==> config.mk <==
export PLATFORM = sky130hd
export DESIGN_NAME = serial_frame_tx_flat
export DESIGN_NICKNAME = d
export VERILOG_FILES = /design/src/rtl/serial_frame_tx_if.sv /design/src/rtl/serial_frame_tx.sv /design/src/flat_wrapper.sv
export SDC_FILE = /design/constraint.sdc
export NUM_CORES = 1
export LEC_CHECK = 0
export ABC_CLOCK_PERIOD_IN_PS = 2900
export CORE_UTILIZATION = 50
export CTS_CLUSTER_DIAMETER = 150
export DETAILED_ROUTE_END_ITERATION = 12
export HOLD_SLACK_MARGIN = 0.05
export PLACE_DENSITY_LB_ADDON = 0.3
export SYNTH_ARGS = -nofsm -noshare
export SYNTH_HDL_FRONTEND = slang
export SYNTH_SLANG_ARGS = --single-unit
==> constraint.sdc <==
create_clock -name clk -period 2.9 [get_ports clk]
set_input_delay 0.435 -clock clk [delete_from_list [all_inputs] [get_ports clk]]
set_output_delay 0.435 -clock clk [all_outputs]
set_load 0.005 [all_outputs]
### Clock distribution

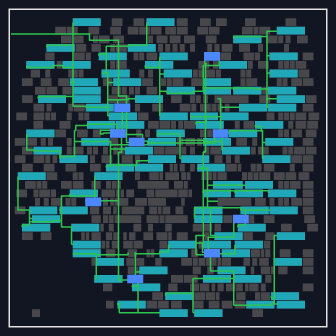
legend:
  green:
    item: clock wires
    length: 1,120 um
  blue:
    item: clock-net drivers
    count: 9
  cyan:
    item: flip-flops
    count: 98
flops lie: spread over the die
routed clock nets: 10
Clock Power Share: 39.3%
clk_lat worst skew: 0.38 ns
Layout Skew: 0.0162 ns
Clock group: 0.966 mW

### Logic cells by family

Scale bar: 20 um.
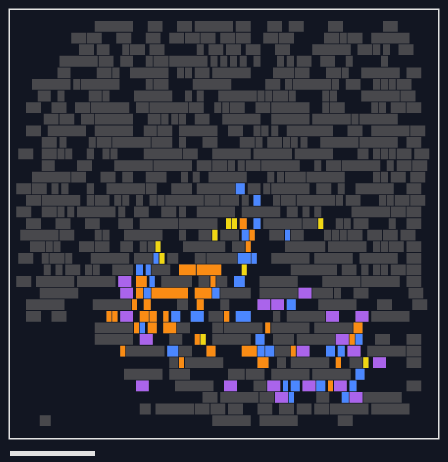
legend:
  yellow:
    family: inv cells
    cells: 9
    most_used: inv_1
    where: centre
  orange:
    family: nor cells
    cells: 34
    most_used: nor2_1
  blue:
    family: nand cells
    cells: 33
    most_used: nand3_1
  purple:
    family: xor and xnor cells
    cells: 20
    most_used: xnor2_1
Comb area share: 35.8%
Commonest Layout Cell: a21oi_1
non-filler cells, final: 650

==> impl_metrics.env <==
# source this file to load flow results
export IMPL_ff_type="dfrtp_1"
export IMPL_ys_sh_mux_pct=13.5
export IMPL_place_area_um2=5740
export IMPL_core_area_um2=9330
export IMPL_ys_types=45
export IMPL_edf_count=0
export IMPL_finish_instance_area_um2=5960
export IMPL_use_met1_pct=29.9
export IMPL_openroad_warnings=28
export IMPL_synth_seq_cells=98
export IMPL_cpPeakStageDelay_ns=0.41
export IMPL_htree_levels=3
export IMPL_wl_mm=10.1
export IMPL_wl_met3_um=366
export IMPL_grt_pass1_vias=3612
export IMPL_compound_area_share_pct=16.4
export IMPL_grt_antenna_before_repair=0
export IMPL_worstPathMaxFanout=7
export IMPL_buf_share_pct=16.2
export IMPL_clockNetworkAreaShare_pct=3.59
export IMPL_ir_drop_mv=0.330
export IMPL_ys_chip_area_um2=4840
export IMPL_cts_sinks=98
export IMPL_detail_route_antenna_nets=0
export IMPL_cp_required_ns=3.16
export IMPL_nClkBuffers=9
export IMPL_avgSynthCellArea_um2=10.9
export IMPL_ff2ff_path_depth=6
export IMPL_status="finished clean"
export IMPL_wl_per_cell_um=15.6
export IMPL_dieArea_um2=10100
export IMPL_yosysTopAreaCellShare_pct=50.1
export IMPL_largest_area_cell="dfrtp_1"
export IMPL_p_int_mw=1.93
export IMPL_critPathBufInv=1
export IMPL_critPathKind="reg -> reg"
export IMPL_fin_ws_ns=0.815
export IMPL_power_leader="registers"
export IMPL_pg_seq_mw=1.37
export IMPL_rsz0062_at_grt="false"
export IMPL_total_power_mw=2.46
export IMPL_sh_seq_area_pct=41.2
export IMPL_async_flop_share_pct=100
export IMPL_routabilityCongestion=0.801
export IMPL_busiest_layer="met2"
export IMPL_cts_made_buffers=9
export IMPL_hold_slack_ns=0.0905
export IMPL_use_met2_pct=34.1
export IMPL_final_cell_mix="117 x a21oi_1, 97 x dfrtp_1, 85 x clkdlybuf4s50_1"
export IMPL_hold_path_class="in -> async"
export IMPL_fill_cells=801
export IMPL_hold_viol=0
export IMPL_final_core_util_pct=63.9
export IMPL_post_dp_hpwl_mm=6.54
export IMPL_maxCapViolCount=0
export IMPL_ys_cells=444
export IMPL_ys_seq_share_pct=50.7
export IMPL_cts_root_buffer="clkbuf_8"
export IMPL_rrSetupSlack_ns=0.82
export IMPL_cts_resized=0
export IMPL_arrival_ns=2.35
export IMPL_nMultiInputCombCells=304
export IMPL_cp_start_kind="flip-flop"
export IMPL_buffers=95
export IMPL_wl_met1_mm=4.73
export IMPL_tap_cells=129
export IMPL_top_cells_by_count="117 x a21oi_1, 97 x dfrtp_1, 64 x mux2i_1"
export IMPL_largestClassByArea="sequential cells"
export IMPL_crit_family="simple AND/OR/NAND/NOR gates"
export IMPL_dp_cells=635
export IMPL_die_x_um=100
export IMPL_ctsHoldBuffers=0
export IMPL_cp_depth=6
export IMPL_cp_end_kind="flip-flop"
export IMPL_power_switching_share_pct=21.3
export IMPL_synth_top_cell_by_count="a21oi_1"
export IMPL_place_ws_ns=0.677
export IMPL_highest_layer="met4"
export IMPL_post_cts_buffers=0
export IMPL_rows=35
export IMPL_clk_pin_slew_ns=0.10
export IMPL_drc=0
export IMPL_final_max_slew_viol_count=0
export IMPL_flops=98
export IMPL_grt_pass1_wl_mm=17.2
export IMPL_period_used_pct=71.9
export IMPL_die_y_um=100
export IMPL_combGateArea_um2=2130
export IMPL_timing_fmax_mhz=480
export IMPL_num_nonclk_inverters=9
export IMPL_setup_viol=0
export IMPL_layout_nets=589
export IMPL_pwr_share_comb_pct=5.1
export IMPL_fin_crit_ns=2.08
export IMPL_syn_inst=444
export IMPL_synthAdderAreaFrac_pct=1.29
export IMPL_viasPerCell=5.52
Power is estimated from default activity; no workload was simulated.
